### Sizing map, run 1

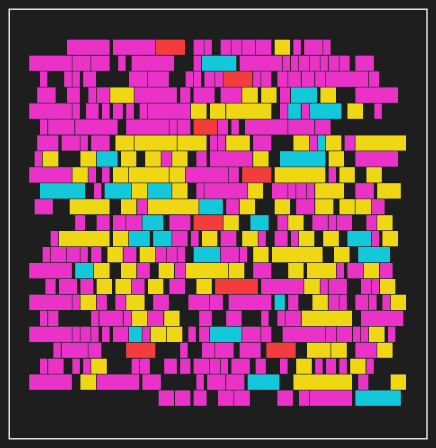
### Cell area per tile, run 1

The die is cut into 7 by 7 equal tiles; black is low, pale yellow is high, 0 to 100% covered.
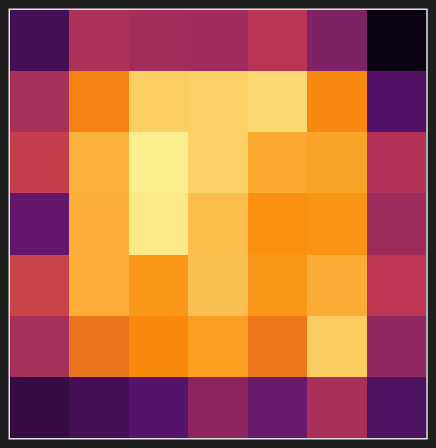
### Cell classes on the final placement, run 1

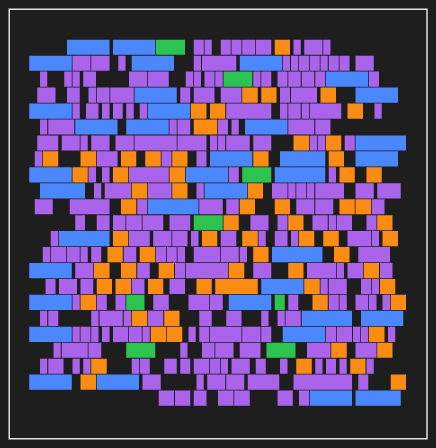
### Routing congestion, run 1

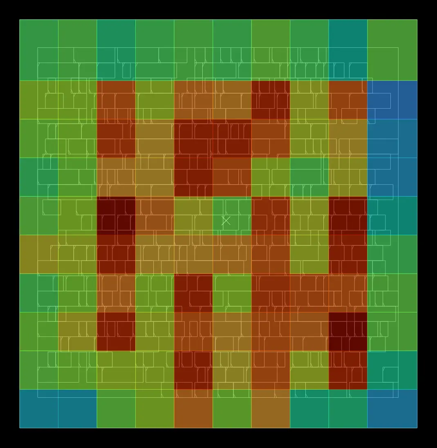
### config.mk
export PLATFORM = sky130hd
export DESIGN_NAME = inst_sequencer_flat
export DESIGN_NICKNAME = d
export VERILOG_FILES = /design/src/rtl/inst_sequencer_if.sv /design/src/rtl/inst_sequencer.sv /design/src/flat_wrapper.sv
export SDC_FILE = /design/constraint.sdc
export NUM_CORES = 1
export LEC_CHECK = 0
export CAP_MARGIN = 30
export CORE_AREA = 3 3 68 70
export CTS_CLUSTER_SIZE = 8
export DETAILED_ROUTE_END_ITERATION = 10
export DIE_AREA = 0 0 71 73
export DONT_BUFFER_PORTS = 1
export MAX_ROUTING_LAYER = met4
export PLACE_DENSITY = 0.74
export SETUP_SLACK_MARGIN = 0.2
export SYNTH_ARGS = -nofsm -noshare
export SYNTH_HDL_FRONTEND = slang
export SYNTH_SLANG_ARGS = --single-unit
export TNS_END_PERCENT = 10
### constraint.sdc
create_clock -name iclk -period 1.7 [get_ports iclk]
set_input_delay 0.34 -clock iclk [delete_from_list [all_inputs] [get_ports iclk]]
set_output_delay 0.34 -clock iclk [all_outputs]
set_load 0.01 [all_outputs]
### src/rtl/inst_sequencer_if.sv
// Signals between the SPI/control side (master) and the acquisition sequencer
// (slave): instruction pulses, trigger configuration, discriminator hits and
// the per-channel readout handshake.
interface inst_sequencer_if;
    logic       inst_rst;
    logic       inst_readout;
    logic       inst_start;
    logic [7:0] trigger_channel_mask;
    logic [7:0] trig_delay;
    logic [7:0] trig_in;
    logic       readout_ack;
    logic       sample_en;
    logic       trigger_out;
    logic [7:0] trig_latched;
    logic       readout_req;
    logic [2:0] readout_ch;
    logic       core_rst;
    logic       busy;
    logic [7:0] trig_count;

    modport master (
        output inst_rst, inst_readout, inst_start, trigger_channel_mask,
               trig_delay, trig_in, readout_ack,
        input  sample_en, trigger_out, trig_latched, readout_req, readout_ch,
               core_rst, busy, trig_count
    );

    modport slave (
        input  inst_rst, inst_readout, inst_start, trigger_channel_mask,
               trig_delay, trig_in, readout_ack,
        output sample_en, trigger_out, trig_latched, readout_req, readout_ch,
               core_rst, busy, trig_count
    );
endinterface

### src/rtl/inst_sequencer.sv
// Acquisition sequencer: arms the sampling core on a start instruction,
// captures the masked hit pattern, waits the programmed post-trigger delay,
// then serves the latched channels one by one in ascending order.
module inst_sequencer (
    input  logic           iclk,
    input  logic           rst,
    inst_sequencer_if.slave bus
);
    typedef enum logic [2:0] {IDLE, ARMED, DELAY, HOLD, READOUT, CLEAR} state_t;

    // Core reset is held while the clear counter runs 3,2,1,0: four cycles.
    localparam logic [1:0] CLEAR_START = 2'd3;

    state_t     state_q, state_d;
    logic       sample_en_q, sample_en_d;
    logic       trigger_out_q, trigger_out_d;
    logic [7:0] trig_latched_q, trig_latched_d;
    logic       readout_req_q, readout_req_d;
    logic [2:0] readout_ch_q, readout_ch_d;
    logic       core_rst_q, core_rst_d;
    logic       busy_q, busy_d;
    logic [7:0] trig_count_q, trig_count_d;
    logic [7:0] delay_cnt_q, delay_cnt_d;
    logic [1:0] clear_cnt_q, clear_cnt_d;

    logic       do_rst, do_readout, do_start;
    logic [7:0] hit;
    logic [7:0] remaining;

    // Index of the lowest set bit; callers only use it on a non-zero vector.
    function automatic logic [2:0] lowest_bit(input logic [7:0] v);
        lowest_bit = 3'd0;
        for (int i = 7; i >= 0; i--) begin
            if (v[i]) lowest_bit = 3'(i);
        end
    endfunction

    // Instruction priority: reset beats readout beats start; losers are dropped.
    always_comb begin
        do_rst     = bus.inst_rst;
        do_readout = bus.inst_readout & ~bus.inst_rst;
        do_start   = bus.inst_start & ~bus.inst_readout & ~bus.inst_rst;
        hit        = bus.trig_in & bus.trigger_channel_mask;
        // Channels strictly above the one being served are still pending.
        remaining  = trig_latched_q & 8'(9'h1FE << readout_ch_q);
    end

    // Next-state and next-output decode for the sequencer FSM.
    always_comb begin
        // NOTE: every *_d gets a default before any branch, so no path leaves a
        // signal unassigned and no latch is inferred.
        state_d        = state_q;
        sample_en_d    = sample_en_q;
        trigger_out_d  = 1'b0;
        trig_latched_d = trig_latched_q;
        readout_req_d  = readout_req_q;
        readout_ch_d   = readout_ch_q;
        core_rst_d     = core_rst_q;
        busy_d         = busy_q;
        trig_count_d   = trig_count_q;
        delay_cnt_d    = delay_cnt_q;
        clear_cnt_d    = clear_cnt_q;

        if (do_rst) begin
            state_d        = CLEAR;
            sample_en_d    = 1'b0;
            trig_latched_d = 8'd0;
            readout_req_d  = 1'b0;
            readout_ch_d   = 3'd0;
            core_rst_d     = 1'b1;
            busy_d         = 1'b1;
            trig_count_d   = 8'd0;
            delay_cnt_d    = 8'd0;
            clear_cnt_d    = CLEAR_START;
        end else begin
            unique case (state_q)
                IDLE: begin
                    if (do_start) begin
                        state_d     = ARMED;
                        sample_en_d = 1'b1;
                        busy_d      = 1'b1;
                    end
                end
                ARMED: begin
                    if (do_readout) begin
                        // Forced readout serves every enabled channel.
                        sample_en_d = 1'b0;
                        if (bus.trigger_channel_mask != 8'd0) begin
                            state_d        = READOUT;
                            trig_latched_d = bus.trigger_channel_mask;
                            readout_req_d  = 1'b1;
                            readout_ch_d   = lowest_bit(bus.trigger_channel_mask);
                        end else begin
                            state_d = IDLE;
                            busy_d  = 1'b0;
                        end
                    end else if (hit != 8'd0) begin
                        state_d        = DELAY;
                        trig_latched_d = hit;
                        trig_count_d   = trig_count_q + 8'd1;
                        delay_cnt_d    = bus.trig_delay;
                    end
                end
                DELAY: begin
                    if (delay_cnt_q == 8'd0) begin
                        state_d       = HOLD;
                        sample_en_d   = 1'b0;
                        trigger_out_d = 1'b1;
                    end else begin
                        delay_cnt_d = delay_cnt_q - 8'd1;
                    end
                end
                HOLD: begin
                    if (do_readout) begin
                        state_d       = READOUT;
                        readout_req_d = 1'b1;
                        readout_ch_d  = lowest_bit(trig_latched_q);
                    end
                end
                READOUT: begin
                    if (readout_req_q && bus.readout_ack) begin
                        if (remaining != 8'd0) begin
                            readout_ch_d = lowest_bit(remaining);
                        end else begin
                            state_d        = IDLE;
                            readout_req_d  = 1'b0;
                            trig_latched_d = 8'd0;
                            busy_d         = 1'b0;
                        end
                    end
                end
                CLEAR: begin
                    if (clear_cnt_q == 2'd0) begin
                        state_d    = IDLE;
                        core_rst_d = 1'b0;
                        busy_d     = 1'b0;
                    end else begin
                        clear_cnt_d = clear_cnt_q - 2'd1;
                    end
                end
                default: state_d = IDLE;
            endcase
        end
    end

    // State and output registers with synchronous reset.
    always_ff @(posedge iclk) begin
        // NOTE: non-blocking assignments so every flop samples the pre-edge
        // values of the others, independent of statement order.
        if (rst) begin
            state_q        <= IDLE;
            sample_en_q    <= 1'b0;
            trigger_out_q  <= 1'b0;
            trig_latched_q <= 8'd0;
            readout_req_q  <= 1'b0;
            readout_ch_q   <= 3'd0;
            core_rst_q     <= 1'b0;
            busy_q         <= 1'b0;
            trig_count_q   <= 8'd0;
            delay_cnt_q    <= 8'd0;
            clear_cnt_q    <= 2'd0;
        end else begin
            state_q        <= state_d;
            sample_en_q    <= sample_en_d;
            trigger_out_q  <= trigger_out_d;
            trig_latched_q <= trig_latched_d;
            readout_req_q  <= readout_req_d;
            readout_ch_q   <= readout_ch_d;
            core_rst_q     <= core_rst_d;
            busy_q         <= busy_d;
            trig_count_q   <= trig_count_d;
            delay_cnt_q    <= delay_cnt_d;
            clear_cnt_q    <= clear_cnt_d;
        end
    end

    assign bus.sample_en    = sample_en_q;
    assign bus.trigger_out  = trigger_out_q;
    assign bus.trig_latched = trig_latched_q;
    assign bus.readout_req  = readout_req_q;
    assign bus.readout_ch   = readout_ch_q;
    assign bus.core_rst     = core_rst_q;
    assign bus.busy         = busy_q;
    assign bus.trig_count   = trig_count_q;
endmodule

### src/flat_wrapper.sv
// flat-port wrapper written by rule: the top's interface ports become plain ports
module inst_sequencer_flat 
  (iclk, rst, bus_inst_rst, bus_inst_readout, bus_inst_start, bus_trigger_channel_mask, bus_trig_delay, bus_trig_in, bus_readout_ack, bus_sample_en, bus_trigger_out, bus_trig_latched, bus_readout_req, bus_readout_ch, bus_core_rst, bus_busy, bus_trig_count);
  inst_sequencer_if bus_i ();
  input  logic iclk;
  input  logic rst;
  input wire logic [$bits(bus_i.inst_rst)-1:0] bus_inst_rst;
  input wire logic [$bits(bus_i.inst_readout)-1:0] bus_inst_readout;
  input wire logic [$bits(bus_i.inst_start)-1:0] bus_inst_start;
  input wire logic [$bits(bus_i.trigger_channel_mask)-1:0] bus_trigger_channel_mask;
  input wire logic [$bits(bus_i.trig_delay)-1:0] bus_trig_delay;
  input wire logic [$bits(bus_i.trig_in)-1:0] bus_trig_in;
  input wire logic [$bits(bus_i.readout_ack)-1:0] bus_readout_ack;
  output wire logic [$bits(bus_i.sample_en)-1:0] bus_sample_en;
  output wire logic [$bits(bus_i.trigger_out)-1:0] bus_trigger_out;
  output wire logic [$bits(bus_i.trig_latched)-1:0] bus_trig_latched;
  output wire logic [$bits(bus_i.readout_req)-1:0] bus_readout_req;
  output wire logic [$bits(bus_i.readout_ch)-1:0] bus_readout_ch;
  output wire logic [$bits(bus_i.core_rst)-1:0] bus_core_rst;
  output wire logic [$bits(bus_i.busy)-1:0] bus_busy;
  output wire logic [$bits(bus_i.trig_count)-1:0] bus_trig_count;
  assign bus_i.inst_rst = bus_inst_rst;
  assign bus_i.inst_readout = bus_inst_readout;
  assign bus_i.inst_start = bus_inst_start;
  assign bus_i.trigger_channel_mask = bus_trigger_channel_mask;
  assign bus_i.trig_delay = bus_trig_delay;
  assign bus_i.trig_in = bus_trig_in;
  assign bus_i.readout_ack = bus_readout_ack;
  assign bus_sample_en = bus_i.sample_en;
  assign bus_trigger_out = bus_i.trigger_out;
  assign bus_trig_latched = bus_i.trig_latched;
  assign bus_readout_req = bus_i.readout_req;
  assign bus_readout_ch = bus_i.readout_ch;
  assign bus_core_rst = bus_i.core_rst;
  assign bus_busy = bus_i.busy;
  assign bus_trig_count = bus_i.trig_count;
  inst_sequencer u_core (.iclk(iclk), .rst(rst), .bus(bus_i));
endmodule
==> results.cfg, run 1 <==
; synthesis and place-and-route metrics
[run_status]
status = finished, violations left
violations = DRC, setup timing

[yosys]
topCellsByArea = dfxtp_1, nor2_1, nand2_1
async_flop_share_pct = 0
muxShareOfSynthArea_pct = 0.862
syn_nets = 332

[setup_path]
cp.required_ns = 1.91

[global_route]
grt_overflow_total = 0

[timing]
finalWorstPathRequiredPeriod_ns = 1.82
worst_slack_ns = -0.117
finalSetupViolations = 15
relSlewSlack_pct = 61.6
finClkSkew_ns = 0.00899

[clocking]
clock_path_buffers = 2
clk_latency_ns = 0.30
root_buffer = clkbuf_8
cts_tree = done

[route]
drc = 2

[die]
die_y_um = 73
dieWidth_um = 71
Back to the opening pictures, 'Sizing map':
- x6 and larger: red (cells 8)
- x3 and x4: yellow (cells 91)
- x1 and smaller: magenta (cells 239)
- x2: cyan (cells 24)

Back to the opening pictures, 'Cell area per tile':
- fullest tile: 96%
- densest ninth of the die: middle
- tiles over 75% full: 41%
- mean over tiles: 59%

Back to the opening pictures, 'Cell classes on the final placement':
- remaining buffers and delay cells: orange (cells 71; share of their area 18%)
- clock drivers and dummy loads: green (cells 8; share of their area 3.1%)
- sequential cells: blue (cells 37; share of their area 25%)
- remaining logic cells: purple (cells 246; share of their area 54%)

Back to the opening pictures, 'Routing congestion':
grt met2 use: 48.7%
final core utilization: 77.6%
grt peak-use layer: met2
Wirelength per Cell: 17.4 um
grt met3 use: 7.30%

==> run 1: repair_timing <==
action,4_1_cts,5_1_grt
resized,39,9
buffers inserted,5,0
cloned,1,0
setup endpoints to repair,33,33
pin swaps,16,8
==> run 1: stage by stage <==
| stage | power (uW) | worst slack [ns] | std cells |
|---|---|---|---|
| CTS | 2290 | -0.0650 | 412 |
| floorplan | 1320 | -0.0237 | 298 |
| global placement | 1550 | -0.0738 | 398 |
| detailed placement | 1560 | -0.127 | 398 |
| finish | 2300 | -0.117 | 412 |
| global route | 2400 | -0.182 | 412 |
==> run 1: where the power goes <==
group / internal (uW) / total (uW) / switching [uW] / leakage (uW)
Sequential: 901 / 947 / 45.4 / 0.000307
Clock: 329 / 658 / 330 / 0.0000512
Combinational: 352 / 693 / 342 / 0.000892
==> run 1: logic make-up after synthesis <==
| family | after synthesis |
|---|---|
| and+or+nand+nor | 126 |
| AOI/OAI and AO/OA | 95 |
| buffers and inverters | 26 |
| muxes | 2 |
| xor gates and xnor gates | 8 |
| adders and majority gates | 4 |
| DFF | 37 |
==> run 1: registers in the layout, indices dropped and copies added, names as in the netlist <==
| signal | count |
|---|---|
| u_core.state_q | 3 |
| u_core.delay_cnt_q | 8 |
| u_core.bus.trig_count | 8 |
| u_core.bus.busy | 1 |
| u_core.clear_cnt_q | 2 |
| u_core.bus.core_rst | 1 |
| u_core.bus.sample_en | 1 |
| u_core.bus.trigger_out | 1 |
| u_core.bus.readout_ch | 3 |
| u_core.bus.readout_req | 1 |
| u_core.bus.trig_latched | 8 |
==> run 1: layout by cell type (no fill, tap or decap), drive strengths merged, types with 8 or more instances in the layout <==
| cell type | n |
|---|---|
| dfxtp | 37 |
| buf | 71 |
| o2111ai | 8 |
| nor2 | 42 |
| nor2b | 8 |
| o21ai | 20 |
| inv | 11 |
| nand2 | 30 |
| a21oi | 22 |
==> run 1: final cells by class <==
class,count,area (um2),share of cell area (%)
timing repair buffer,71,549,17.6
multi-input combinational,235,1610,51.5
tap,50,62.6,2.00
clock inverter,2,13.8,0.440
sequential,37,767,24.5
inverter,11,41.3,1.32
clock buffer,6,82.6,2.64
==> run 1: worst max-delay path by stage <==
stage	endpoint	start	cells after the start	slack (ns)
floorplan	u_core.bus.trig_latched[2]	u_core.bus.readout_ch[2]	8	-0.02
global placement	u_core.bus.readout_ch[1]	u_core.state_q[2]	6	-0.07
detailed placement	u_core.bus.readout_ch[1]	u_core.bus.readout_ch[0]	6	-0.13
CTS	u_core.bus.trig_latched[7]	u_core.bus.trig_latched[4]	7	-0.06
global route	u_core.bus.trig_latched[5]	u_core.bus.trig_latched[5]	7	-0.18
finish	u_core.bus.trig_latched[5]	u_core.bus.readout_ch[1]	8	-0.12
==> run 1: layer usage <==
metal	vias to the layer above	track usage, %	share of wire (%)
met4	0	13.6	2.7
met5	-	-	0
met1	1189	33.2	39
li1	1231	-	-
met3	22	7.30	7.5
met2	110	48.7	50
==> run 1: critical path: stages, from the launching register on <==
cell	delay (ns)
dfxtp_4	0.38
nor2b_4	0.17
a2111oi_4	0.06
buf_4	0.15
o31a_1	0.30
a211oi_4	0.20
buf_12	0.17
o2111ai_2	0.14
o21ai_1	0.15
### Register map, names as in the netlist, run 1

Other sequential cells in the stronger gray, the rest of the logic in the fainter gray.
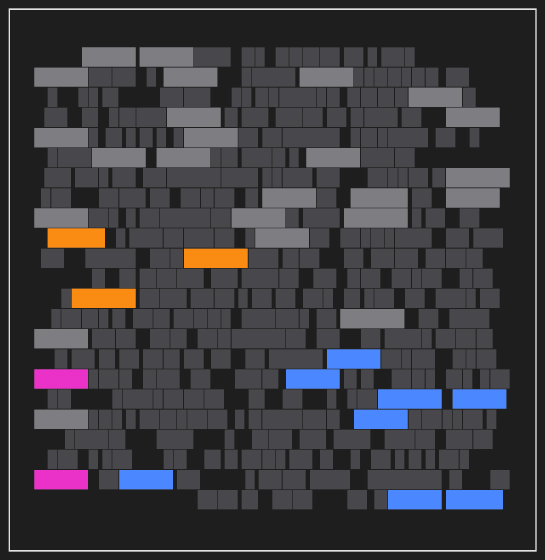

==> run 1 -> run 2 <==
- ABC_AREA: unset -> 1
- CELL_PAD_IN_SITES_DETAIL_PLACEMENT: unset -> 0
- CELL_PAD_IN_SITES_GLOBAL_PLACEMENT: unset -> 1
- CORE_AREA: 3 3 68 70 -> 3 3 81 83
- CTS_BUF_LIST: unset -> sky130_fd_sc_hd__clkbuf_8
- DIE_AREA: 0 0 71 73 -> 0 0 84 86
- PLACE_DENSITY: 0.74 -> unset
- PLACE_DENSITY_LB_ADDON: unset -> 0.1
### Register map, names as in the netlist, run 2

Other sequential cells in the stronger gray, the rest of the logic in the fainter gray.
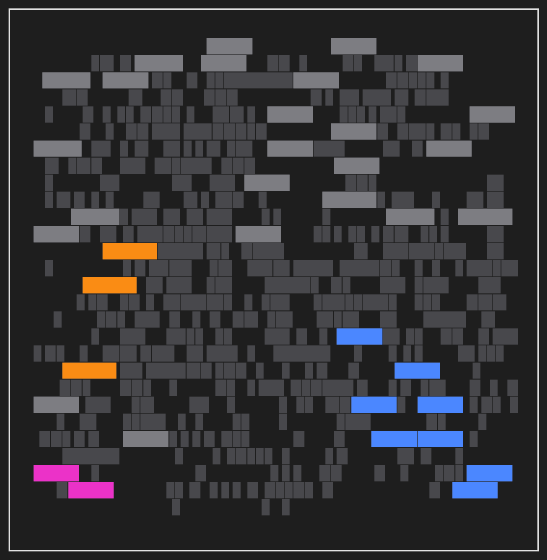
- u_core.clear_cnt_q: magenta (flops 2)
- u_core.state_q: orange (flops 3)
- u_core.bus.trig_latched: blue (flops 8; where bottom right)

==> run 2 against run 1 <==
The flow now finishes without violations; critical path depth is 2 higher; critical endpoint is now u_core.delay_cnt_q[6]; largest cell class unchanged; sequential share of layout area fell by 0.46 points; via count fell by 0.20%.
==> results.cfg, run 2 <==
; synthesis and place-and-route metrics
[run_status]
status = finished, final reports clean

[clocking]
clk_latency_ns = 0.31
clock_path_buffers = 2
root_buffer = clkbuf_8
cts_tree = done

[route]
drt-met1-wl_mm = 3.17
highest_layer = met4
drc = 0
avgRoutedWirePerCell_um = 13.3
wl_met3_um = 239

[timing]
finalWorstPathRequiredPeriod_ns = 1.49
finalSetupViolations = 0
relSlewSlack_pct = 65.5
final.setup.tns_ns = 0

[layout]
final_cell_mix = nand2_1, nor2_1, inv_1, o21ai_0, buf_4
fin_util_pct = 53.7
mostFrequentLayoutCell = nand2_1
layout.cells.non_filler = 512

[setup_path]
cp.required_ns = 1.94
critPathLaunchType = register

[global_route]
grt_overflow_total = 0

[yosys]
syn_nets = 428
async_flop_share_pct = 0

[die]
die_y_um = 86
### Sizing map, run 2

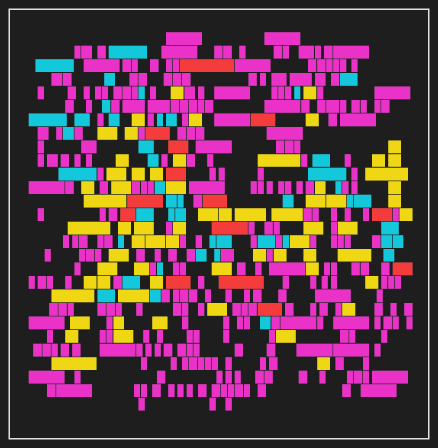
- x1 and smaller: magenta (cells 313)
- x6 and larger: red (cells 14)
- x3 and x4: yellow (cells 66)
- x2: cyan (cells 44)

-- run 2: layout make-up --
cell class | count | area, um2
multi-input combinational | 304 | 1660
tap | 75 | 93.8
inverter | 48 | 190
clock inverter | 3 | 46.3
clock buffer | 5 | 68.8
fill | 615 | 2740
timing repair buffer | 40 | 355
sequential | 37 | 766
-- run 2: routing by layer --
metal,global-route usage (%),vias to the layer above
li1,-,1361
met1,23.7,1140
met2,30.6,38
met3,3.46,8
met4,6.73,0
met5,-,-
-- run 2: power by group --
part | switching, uW | internal [uW] | total, uW
clock network | 361 | 439 | 801
registers | 60.6 | 911 | 971
logic | 428 | 300 | 728
-- run 2: worst max-delay path: stages, from the launching register on --
cell and delay (ns):
dfxtp_4 0.38, inv_6 0.09, nand3_4 0.09, nor2_4 0.15, inv_2 0.06, nand2_2 0.08
nand2_2 0.06, nor2_4 0.15, buf_2 0.20, o21ai_1 0.07, a21oi_1 0.11
-- run 2: through the flow --
step / cell area, um2 / setup WS, ns / power (uW)
finish: 3180 / 0.208 / 2500
global route: 3180 / 0.104 / 2660
CTS: 2760 / 0.172 / 2350
detailed placement: 2590 / 0.0852 / 1530
global placement: 2590 / 0.0911 / 1530
floorplan: 2370 / 0.268 / 1380
-- run 2: worst paths after layout --
check	slack, ns	end	from	depth (start not counted)
worst max-delay path	0.21	u_core.delay_cnt_q[6]	u_core.state_q[1]	10
worst min-delay path	0.09	u_core.bus.core_rst	rst	1
worst max register to register	0.21	u_core.delay_cnt_q[6]	u_core.state_q[1]	10
worst min register to register	0.48	u_core.delay_cnt_q[7]	u_core.delay_cnt_q[7]	2
-- run 2: cell families (layout without fill, tap and decap cells) --
| family | count (synthesis) | after routing | synth area share [%] |
|---|---|---|---|
| compound gates | 76 | 76 | 16.6 |
| xor+xnor | 3 | 3 | 1.11 |
| fa+ha+maj | 4 | 4 | 2.12 |
| buf+inv | 54 | 96 | 9.10 |
| flops | 37 | 37 | 31.3 |
| simple gates | 220 | 221 | 39.8 |
-- run 2: repair_timing --
action,4_1_cts,5_1_grt
pin swaps,2,17
gates cloned,0,3
setup endpoints to repair,27,26
setup buffers,1,16
resized,16,76
### Cell area per tile, run 2

The die is cut into 8 by 9 equal tiles; black is low, pale yellow is high, 0 to 100% covered.
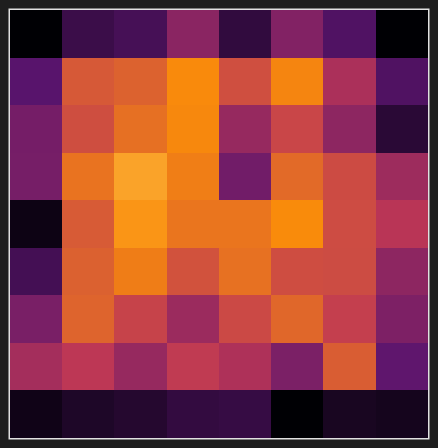

==> run 2 -> run 3 <==
- GPL_TIMING_DRIVEN: unset -> 0
- PLACE_DENSITY: unset -> 0.76
- PLACE_DENSITY_LB_ADDON: 0.1 -> unset
### Cell area per tile, run 3

The die is cut into 8 by 9 equal tiles; black is low, pale yellow is high, 0 to 100% covered.
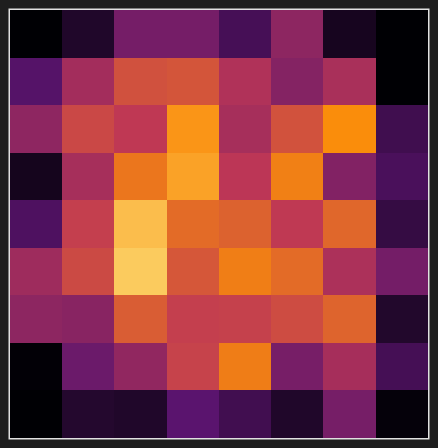
- fullest tile: 89%
- nearly empty tiles: 8.3%
- densest ninth of the die: middle
- tiles over 75% full: 6.9%

==> run 3 against run 2 <==
Critical endpoint is now u_core.state_q[0]; power fell by 5.7%; maximum frequency fell by 1.0%; sequential power rose by 0.9%; largest cell class unchanged; die area did not move; clock-buffer cell count rose by 1; critical path depth rose by 1.
==> results.cfg, run 3 <==
; synthesis and place-and-route metrics
[yosys]
synthAdderAreaFrac_pct = 2.12
ys_sh_xor_pct = 1.11
muxShareOfSynthArea_pct = 0
yosys.area_share.simple_pct = 39.8
logic_family = simple AND/OR/NAND/NOR gates
aoi_share_pct = 16.6

[setup_path]
crit_family = simple AND/OR/NAND/NOR gates
max_stage_delay_ns = 0.31
path_common_cell = nand3_1
critPathLaunchType = register
regToRegStartpoint = u_core.delay_cnt_q[1]
cp_slowest_cell = dfxtp_1
reg2reg_depth = 11
crit_chain = inv_2 > ha_2 > nand2_2 > o21ai_2 > nand3_2 > nor2_2 > buf_4 > nand3_1 > nand3_1 > nand2_1 > inv_1

[global_route]
grt_overflow_total = 0

[layout]
fin_util_pct = 50.3
final_cell_mix = nand2_1, nor2_1, inv_1, nand3_1
stdcell_area_mm2 = 0.00298
mostFrequentLayoutCell = nand2_1

[clocking]
root_buffer = clkbuf_8
clk_latency_ns = 0.30
clock_path_buffers = 2
cts_tree = done

[route]
drc = 0
avgRoutedWirePerCell_um = 13.7

[timing]
final.setup.tns_ns = 0
finalWorstPathRequiredPeriod_ns = 1.51
relSlewSlack_pct = 62.6
finalSetupViolations = 0

[min_path]
hold_end = u_core.clear_cnt_q[0]
worstHoldStart = rst

[power_and_ir_drop]
power_uw = 2360

[run_status]
status = finished, final reports clean
### Cell classes on the final placement, run 3

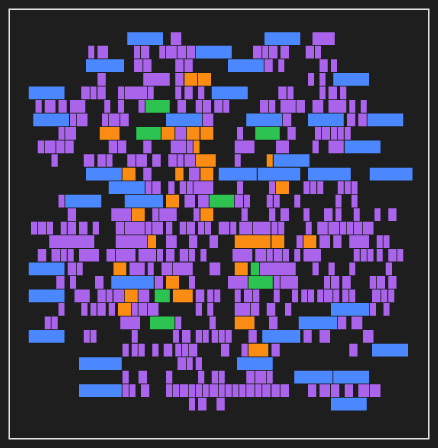
- clock drivers and dummy loads: green (cells 8; share of their area 3.3%)
- remaining buffers and delay cells: orange (cells 28; share of their area 7.9%)
- remaining logic cells: purple (cells 351; share of their area 62%)
- sequential cells: blue (cells 37; share of their area 27%)

run 3: layer usage:
metal,up-vias,GRT usage [%],routed length (um)
met5,-,-,0
li1,1330,-,-
met1,1145,24.1,3100
met2,54,32.4,3300
met4,0,5.26,75
met3,8,4.13,359
run 3: logic make-up after synthesis:
| logic type | count (synthesis) |
|---|---|
| flops | 37 |
| simple gates | 220 |
| compound gates | 76 |
| buf+inv | 54 |
| xor+xnor | 3 |
| fa+ha+maj | 4 |
run 3: repair_timing:
item	4_1_cts	5_1_grt
hold endpoints to repair	0	0
buffers inserted	9	11
resized	59	37
pin swaps	14	19
setup endpoints to repair	26	27
cloned	2	0
run 3: worst max path at each step:
stage | from | slack (ns) | depth (start not counted) | end
5_1_grt | u_core.bus.readout_ch[2] | 0.08 | 10 | u_core.bus.trig_latched[1]
4_1_cts | u_core.state_q[2] | 0.19 | 8 | u_core.delay_cnt_q[0]
6_report | u_core.delay_cnt_q[1] | 0.19 | 11 | u_core.state_q[0]
3_3_place_gp | bus_inst_rst | 0.02 | 4 | u_core.bus.trigger_out
3_5_place_dp | bus_inst_rst | 0.004 | 4 | u_core.bus.trigger_out
2_1_floorplan | u_core.bus.readout_ch[2] | 0.27 | 11 | u_core.state_q[0]
run 3: cell type report:
cell class / instances / area, um2
fillers: 638 / 2940
plain buffers: 6 / 40.0
clock inverters: 2 / 13.8
multi-input cells: 303 / 1590
well taps: 75 / 93.8
repair buffers: 22 / 189
flip-flops and latches: 37 / 772
inverters: 48 / 195
clock buffers: 6 / 82.6
run 3: power breakdown:
group | leakage (uW) | total, uW | switching, uW | internal [uW]
Sequential | 0.000309 | 980 | 68.8 | 911
Combinational | 0.000950 | 701 | 422 | 279
Clock | 0.0000512 | 676 | 347 | 329
Total | 0.00131 | 2360 | 837 | 1520
run 3: per-stage QoR:
step | hold WS (ns) | instances | worst slack (ns)
final | 0.0968 | 499 | 0.193
after global routing | 0.0853 | 499 | 0.0787
after CTS | 0.0896 | 488 | 0.190
after detailed placement | 0.412 | 469 | 0.00393
after global placement | 0.410 | 469 | 0.0177
after floorplan | 0.409 | 394 | 0.268
No activity file was given, so power comes from the tool's default toggle rates.
